==> src/rtl/counter_sequencer_pkg.sv <==
// Shared types for the counter sequencer.
// States, run modes and small helpers.
package counter_seq_pkg;

    localparam int W_DEFAULT = 4;

    typedef enum logic [1:0] {
        IDLE  = 2'd0,
        LOAD  = 2'd1,
        RUN   = 2'd2,
        PAUSE = 2'd3
    } state_e;

    typedef enum logic [1:0] {
        ONE_SHOT = 2'b00,
        RELOAD   = 2'b01,
        BOUNCE   = 2'b10
    } mode_e;

    // Mode 2'b11 has no meaning of its own and runs as one-shot.
    function automatic mode_e norm_mode(input logic [1:0] m);
        mode_e r;
        unique case (m)
            2'b01:   r = RELOAD;
            2'b10:   r = BOUNCE;
            default: r = ONE_SHOT;
        endcase
        return r;
    endfunction

    function automatic logic [3:0] sat_inc(input logic [3:0] v);
        return (v == 4'hF) ? v : v + 4'd1;
    endfunction

endpackage

==> src/rtl/counter_sequencer_if.sv <==
// Bus between the sequencer and the up/down counter.
// master = sequencer side, slave = counter side.
interface counter_sequencer_if #(
    parameter int W = 4
);
    logic [W-1:0] cnt_q;
    logic         cnt_ld;
    logic [W-1:0] cnt_d;
    logic         cnt_up_dn;
    logic         cnt_rst;

    modport master (
        input  cnt_q,
        output cnt_ld,
        output cnt_d,
        output cnt_up_dn,
        output cnt_rst
    );

    modport slave (
        input  cnt_ld,
        input  cnt_d,
        input  cnt_up_dn,
        input  cnt_rst,
        output cnt_q
    );
endinterface

==> src/rtl/counter_sequencer.sv <==
// Sequences an enable-less up/down counter: load, run to a
// target, then stop, reload or bounce under a pass limit.
module counter_sequencer
    import counter_seq_pkg::*;
#(
    parameter int W = W_DEFAULT
) (
    input  logic                clk,
    input  logic                reset_n,
    input  logic                start,
    input  logic                abort,
    input  logic                pause,
    input  logic [1:0]          mode,
    input  logic                dir,
    input  logic [W-1:0]        start_val,
    input  logic [W-1:0]        end_val,
    input  logic [3:0]          pass_limit,
    output logic                busy,
    output logic                done,
    output logic [3:0]          passes,
    counter_sequencer_if.master cnt
);

    state_e       state_q, state_d;
    mode_e        mode_q, mode_d;
    logic         dir_q, dir_d;
    logic [W-1:0] start_q, start_d;
    logic [W-1:0] end_q, end_d;
    logic [W-1:0] tgt_q, tgt_d;
    logic [3:0]   limit_q, limit_d;
    logic [3:0]   passes_q, passes_d;
    logic         busy_q, busy_d;
    logic         done_q, done_d;

    logic         terminal;
    logic         limit_hit;
    logic         ld;
    logic [W-1:0] ld_val;

    assign terminal  = (cnt.cnt_q == tgt_q);
    assign limit_hit = (mode_q == ONE_SHOT) ||
                       ((limit_q != 4'd0) &&
                        (({1'b0, passes_q} + 5'd1) ==
                         {1'b0, limit_q}));

    // Next state and counter controls; default is to hold.
    always_comb begin
        state_d  = state_q;
        mode_d   = mode_q;
        dir_d    = dir_q;
        start_d  = start_q;
        end_d    = end_q;
        tgt_d    = tgt_q;
        limit_d  = limit_q;
        passes_d = passes_q;
        done_d   = 1'b0;
        ld       = 1'b1;
        ld_val   = cnt.cnt_q;

        unique case (state_q)
            IDLE: begin
                if (start) begin
                    mode_d   = norm_mode(mode);
                    dir_d    = dir;
                    start_d  = start_val;
                    end_d    = end_val;
                    tgt_d    = end_val;
                    limit_d  = pass_limit;
                    passes_d = 4'd0;
                    state_d  = LOAD;
                end
            end
            LOAD: begin
                if (abort) begin
                    state_d = IDLE;
                end else begin
                    ld_val  = start_q;
                    state_d = RUN;
                end
            end
            RUN: begin
                if (abort) begin
                    state_d = IDLE;
                end else if (terminal) begin
                    passes_d = sat_inc(passes_q);
                    if (limit_hit) begin
                        state_d = IDLE;
                        done_d  = 1'b1;
                    end else if (mode_q == RELOAD) begin
                        ld_val = start_q;
                    end else begin
                        // Bounce: dwell here, then head back.
                        dir_d = ~dir_q;
                        tgt_d = (tgt_q == end_q) ? start_q
                                                 : end_q;
                    end
                end else if (pause) begin
                    state_d = PAUSE;
                end else begin
                    ld = 1'b0;
                end
            end
            PAUSE: begin
                if (abort) begin
                    state_d = IDLE;
                end else if (!pause) begin
                    ld      = 1'b0;
                    state_d = RUN;
                end
            end
            default: state_d = IDLE;
        endcase

        busy_d = (state_d != IDLE);
    end

    // All sequencer state, cleared by the async reset.
    always_ff @(posedge clk or negedge reset_n) begin
        if (!reset_n) begin
            state_q  <= IDLE;
            mode_q   <= ONE_SHOT;
            dir_q    <= 1'b0;
            start_q  <= '0;
            end_q    <= '0;
            tgt_q    <= '0;
            limit_q  <= 4'd0;
            passes_q <= 4'd0;
            busy_q   <= 1'b0;
            done_q   <= 1'b0;
        end else begin
            state_q  <= state_d;
            mode_q   <= mode_d;
            dir_q    <= dir_d;
            start_q  <= start_d;
            end_q    <= end_d;
            tgt_q    <= tgt_d;
            limit_q  <= limit_d;
            passes_q <= passes_d;
            busy_q   <= busy_d;
            done_q   <= done_d;
        end
    end

    assign cnt.cnt_ld    = ld;
    assign cnt.cnt_d     = ld_val;
    assign cnt.cnt_up_dn = ~dir_q;
    assign cnt.cnt_rst   = ~reset_n;

    assign busy   = busy_q;
    assign done   = done_q;
    assign passes = passes_q;

endmodule

==> src/flat_wrapper.sv <==
// flat-port wrapper written by rule: the top's interface ports become plain ports
module counter_sequencer_flat import counter_seq_pkg::*;
#(
    parameter int W = W_DEFAULT
)
  (clk, reset_n, start, abort, pause, mode, dir, start_val, end_val, pass_limit, busy, done, passes, cnt_cnt_q, cnt_cnt_ld, cnt_cnt_d, cnt_cnt_up_dn, cnt_cnt_rst);
  counter_sequencer_if #(.W(W)) cnt_i ();
  input  logic clk;
  input  logic reset_n;
  input  logic start;
  input  logic abort;
  input  logic pause;
  input  logic [1:0] mode;
  input  logic dir;
  input  logic [W-1:0] start_val;
  input  logic [W-1:0] end_val;
  input  logic [3:0] pass_limit;
  output logic busy;
  output logic done;
  output logic [3:0] passes;
  input wire logic [$bits(cnt_i.cnt_q)-1:0] cnt_cnt_q;
  output wire logic [$bits(cnt_i.cnt_ld)-1:0] cnt_cnt_ld;
  output wire logic [$bits(cnt_i.cnt_d)-1:0] cnt_cnt_d;
  output wire logic [$bits(cnt_i.cnt_up_dn)-1:0] cnt_cnt_up_dn;
  output wire logic [$bits(cnt_i.cnt_rst)-1:0] cnt_cnt_rst;
  assign cnt_i.cnt_q = cnt_cnt_q;
  assign cnt_cnt_ld = cnt_i.cnt_ld;
  assign cnt_cnt_d = cnt_i.cnt_d;
  assign cnt_cnt_up_dn = cnt_i.cnt_up_dn;
  assign cnt_cnt_rst = cnt_i.cnt_rst;
  counter_sequencer #(.W(W)) u_core (.clk(clk), .reset_n(reset_n), .start(start), .abort(abort), .pause(pause), .mode(mode), .dir(dir), .start_val(start_val), .end_val(end_val), .pass_limit(pass_limit), .busy(busy), .done(done), .passes(passes), .cnt(cnt_i));
endmodule
==> config.mk <==
export PLATFORM = sky130hd
export DESIGN_NAME = counter_sequencer_flat
export DESIGN_NICKNAME = d
export VERILOG_FILES = /design/src/rtl/counter_sequencer_pkg.sv /design/src/rtl/counter_sequencer_if.sv /design/src/rtl/counter_sequencer.sv /design/src/flat_wrapper.sv
export SDC_FILE = /design/constraint.sdc
export NUM_CORES = 1
export LEC_CHECK = 0
export CELL_PAD_IN_SITES_DETAIL_PLACEMENT = 2
export CELL_PAD_IN_SITES_GLOBAL_PLACEMENT = 2
export CORE_MARGIN = 5
export CORE_UTILIZATION = 32
export DETAILED_ROUTE_END_ITERATION = 8
export GPL_ROUTABILITY_DRIVEN = 1
export PLACE_DENSITY = 0.92
export SETUP_SLACK_MARGIN = 0.3
export SLEW_MARGIN = 20
export SYNTH_ARGS = -nofsm -noshare
export SYNTH_HDL_FRONTEND = slang
export SYNTH_SLANG_ARGS = --single-unit
export TNS_END_PERCENT = 10
==> constraint.sdc <==
create_clock -name clk -period 2.65 [get_ports clk]
set_input_delay 0.6625 -clock clk [delete_from_list [all_inputs] [get_ports clk]]
set_output_delay 0.6625 -clock clk [all_outputs]
set_load 0.02 [all_outputs]
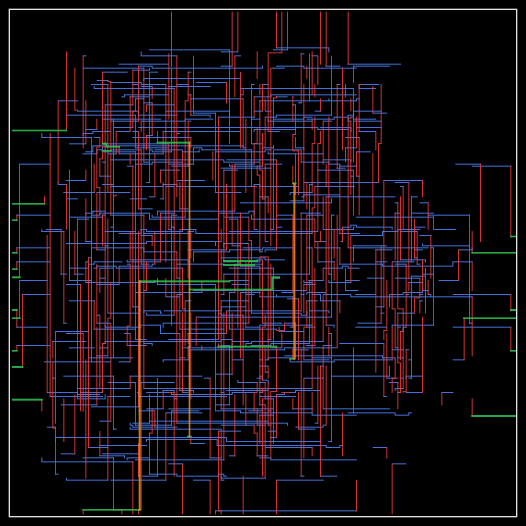
layers.png
Scale: 6 px per micron.
[M2] red | wire length: 3550 microns
[M1] blue | wire length: 2740 microns
[M3] green | wire length: 124 microns
[M4] orange | wire length: 116 microns
vias: 1663
wirelength, routed: 6.530 mm
drt wl/cell: 21.00 microns
Total Routing Usage GR: 19.52%

==> Changelog: implementation <==
### Implementation results

- Worst hold slack: 0.5641 ns
- Die area: 0.007112 sq mm
- Status: finished with violations
- GP Congestion: 0.7871
- H-tree levels: 1
- Area fraction in compound gates: 16.91%
- Max-area cell share: 38.22%
- Lkg Pwr: 1.156 nW
- Post-synth top cells: 27 x dfrtp_1, 17 x mux2_2, 16 x nand3_1
- CP cell instances: ha_4 > xor2_1 > or3_4 > a211o_4 > a21o_1 > nand3_2 > buf_6
- Sw power: 0.001337 W
- Yosys Warn Count: 0
- Syn-to-layout area delta: 47.56%
- RSZ-0062 raised after global routing: yes
- CP max-delay cell: dfrtp_2
- Dominant combinational family: simple AND/OR/NAND/NOR gates
- Overflow after GRT: 0
- Syn Nets: 203
- Fin nets: 270
- P per Cell Area: 1151 mW/mm^2
- CP arrival: 2.21 ns
- CTS tree: built
- Final setup viols: 4
- Cell Area, Placed: 0.002439 sq mm
- Top cells by area: dfrtp_1 38%, mux2_2 11%, nand3_1 4.5%, ha_1 4.2%, xor2_1 3.5%
- Vias per inst: 5.347
- Mux area share: 13.09%
- Clk sink count: 27
- Post-synth seq share: 38.22%
- 1st-pass router iterations: 4
- Final Cell Area: 0.002609 sq mm
- Synth top cell by count: dfrtp_1
- Cell type with the largest total area: dfrtp_1
- Init Core Util: 32.51%
- Reg2reg setup slack: 0.11 ns
- Logic area: 0.001167 sq mm
- Number of fill cells: 570
- Clock Skew: 0.02370 ns
- Largest net degree at the start of global routing: 28
- Max-slew violations: 0
- Clock root buffer: clkbuf_8
- Failing checks: negative setup slack
- Fin worst setup slack: -0.2227 ns
- Switching share of power: 44.50%
- Number of routed nets with antenna violations: 0
- Minimum clock period: 2.873 ns
- Chip Area, Yosys: 0.001768 sq mm
- Diodes inserted: 0
- Layout cells sized above 1: 33.47%
- Mapped Avg Cell Area: 10.22 sq um
- CP max stage delay: 0.45 ns
- Number of buffers created by CTS: 3
- Most common reg cell: dfrtp_1
- Rel. slew slack: 56.73%
- Yosys xor share: 6.440%
- Number of synthesized flops with an enable pin: 0
- Final tally of hold violations: 0
- Clock buffer depth: 2
- Max-cap violations: 0
- CTS clk-pin slew, worst paths: 0.12 ns
- Logic pwr share: 64.2%
- # Cells Yosys: 173
- Initial antenna violation count: 0
- Global-route wire length before repair: 10.79 mm
- Gate Count Post-Synth: 173
- Async SR Flop Fraction: 100.0%
- Post-synth regs: 27
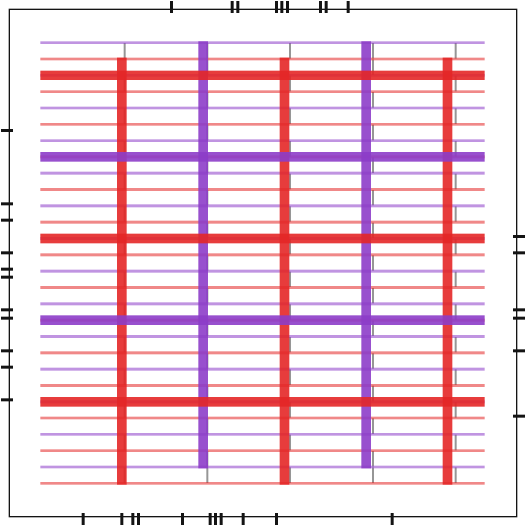
floorplan.png
Scale: 6 px per micron. Pins as bars on the die edge. Tap cells in gray.
[VSS] red
[VDD] purple
met4 straps: 5
met1 rails: 28
tap cells: 72
Die H: 84.33 microns
Core ar.: 0.005439 sq mm
worst vdd ir: 0.5267 mV
die width: 84.33 microns

what timing repair did:
item / in CTS / in global routing
cloned: 1 / 0
buffers inserted: 2 / 0
pin swaps: 12 / 7
setup endpoints to repair: 16 / 14
gates resized: 52 / 3
final cells by class:
| class | instances | area share (%) |
|---|---|---|
| tap | 72 | 3.453 |
| clock inverter | 1 | 0.3357 |
| multi-input combinational | 135 | 44.75 |
| timing repair buffer | 66 | 22.93 |
| inverter | 7 | 1.007 |
| clock buffer | 3 | 1.583 |
| sequential | 27 | 25.95 |
power groups by stage:
stage / registers, W / clock network [W] / logic [W]
after floorplan: 0.000759 / 0 / 0.00105
after global placement: 0.000758 / 0 / 0.00160
after detailed placement: 0.000788 / 0 / 0.00169
after CTS: 0.000800 / 0.000263 / 0.00190
after global routing: 0.000825 / 0.000297 / 0.00207
final: 0.000805 / 0.000269 / 0.00193
cell usage in the layout, fill, tap and decap left out, types with 7 or more instances in the layout:
cell type and count:
a21oi_1 8, nor2_1 9, clkdlybuf4s50_1 26, nand2_1 9, xor2_1 7, dfrtp_1 26
mux2_2 13, nand3_1 11, inv_1 7, buf_4 28
metrics by stage:
stage | setup TNS (ns) | setup WS [ns]
2_1_floorplan | 0 | 0.09055
3_3_place_gp | -3.410 | -0.7283
3_5_place_dp | -3.698 | -0.7850
4_1_cts | -0.8194 | -0.2070
5_1_grt | -1.166 | -0.2935
6_report | -0.8657 | -0.2227
logic make-up (layout without fill, tap and decap cells):
kind of cell             after synthesis  in the layout
AND/OR/NAND/NOR                       57             57
AND-OR/OR-AND                         37             38
flip-flops                            27             27
multiplexers                          21             21
XOR/XNOR                              13             13
buffers and inverters                 12             77
adder cells (fa/ha/maj)                6              6
sequential cells by signal (all words and copies together), names as in the netlist:
register,cells
u_core.limit_q,4
u_core.mode_q,2
u_core.passes,4
u_core.done,1
u_core.busy,1
u_core.dir_q,1
u_core.end_q,4
u_core.state_q,2
u_core.tgt_q,4
u_core.start_q,4
worst paths after layout:
kind | start | end | depth (start not counted)
max in group asynchronous | reset_n | u_core.start_q[1] | 2
worst min register to register | u_core.mode_q[0] | u_core.mode_q[0] | 2
worst max-delay path | u_core.passes[0] | cnt_cnt_d[1] | 7
worst max register to register | u_core.passes[0] | u_core.tgt_q[3] | 8
min in group asynchronous | reset_n | u_core.limit_q[1] | 2
worst min-delay path | u_core.mode_q[0] | u_core.mode_q[0] | 2
per-layer routing:
layer	wire length (microns)	vias to the layer above	track usage (%)	share of wire (%)
li1	-	782	-	-
met1	2738	840	22.16	42
met2	3552	34	37.59	54
met3	123	7	2.257	1.9
met4	116	0	6.331	1.8
met5	0	-	0	0
worst register-to-register path: stages, from the launching register on:
cell     delay (ns)
dfrtp_2        0.45
ha_4           0.17
xor2_1         0.17
or3_4          0.37
a211o_4        0.36
buf_4          0.14
buf_4          0.15
a22oi_4        0.26
mux2_4         0.34
Power and IR drop assume default switching activity.
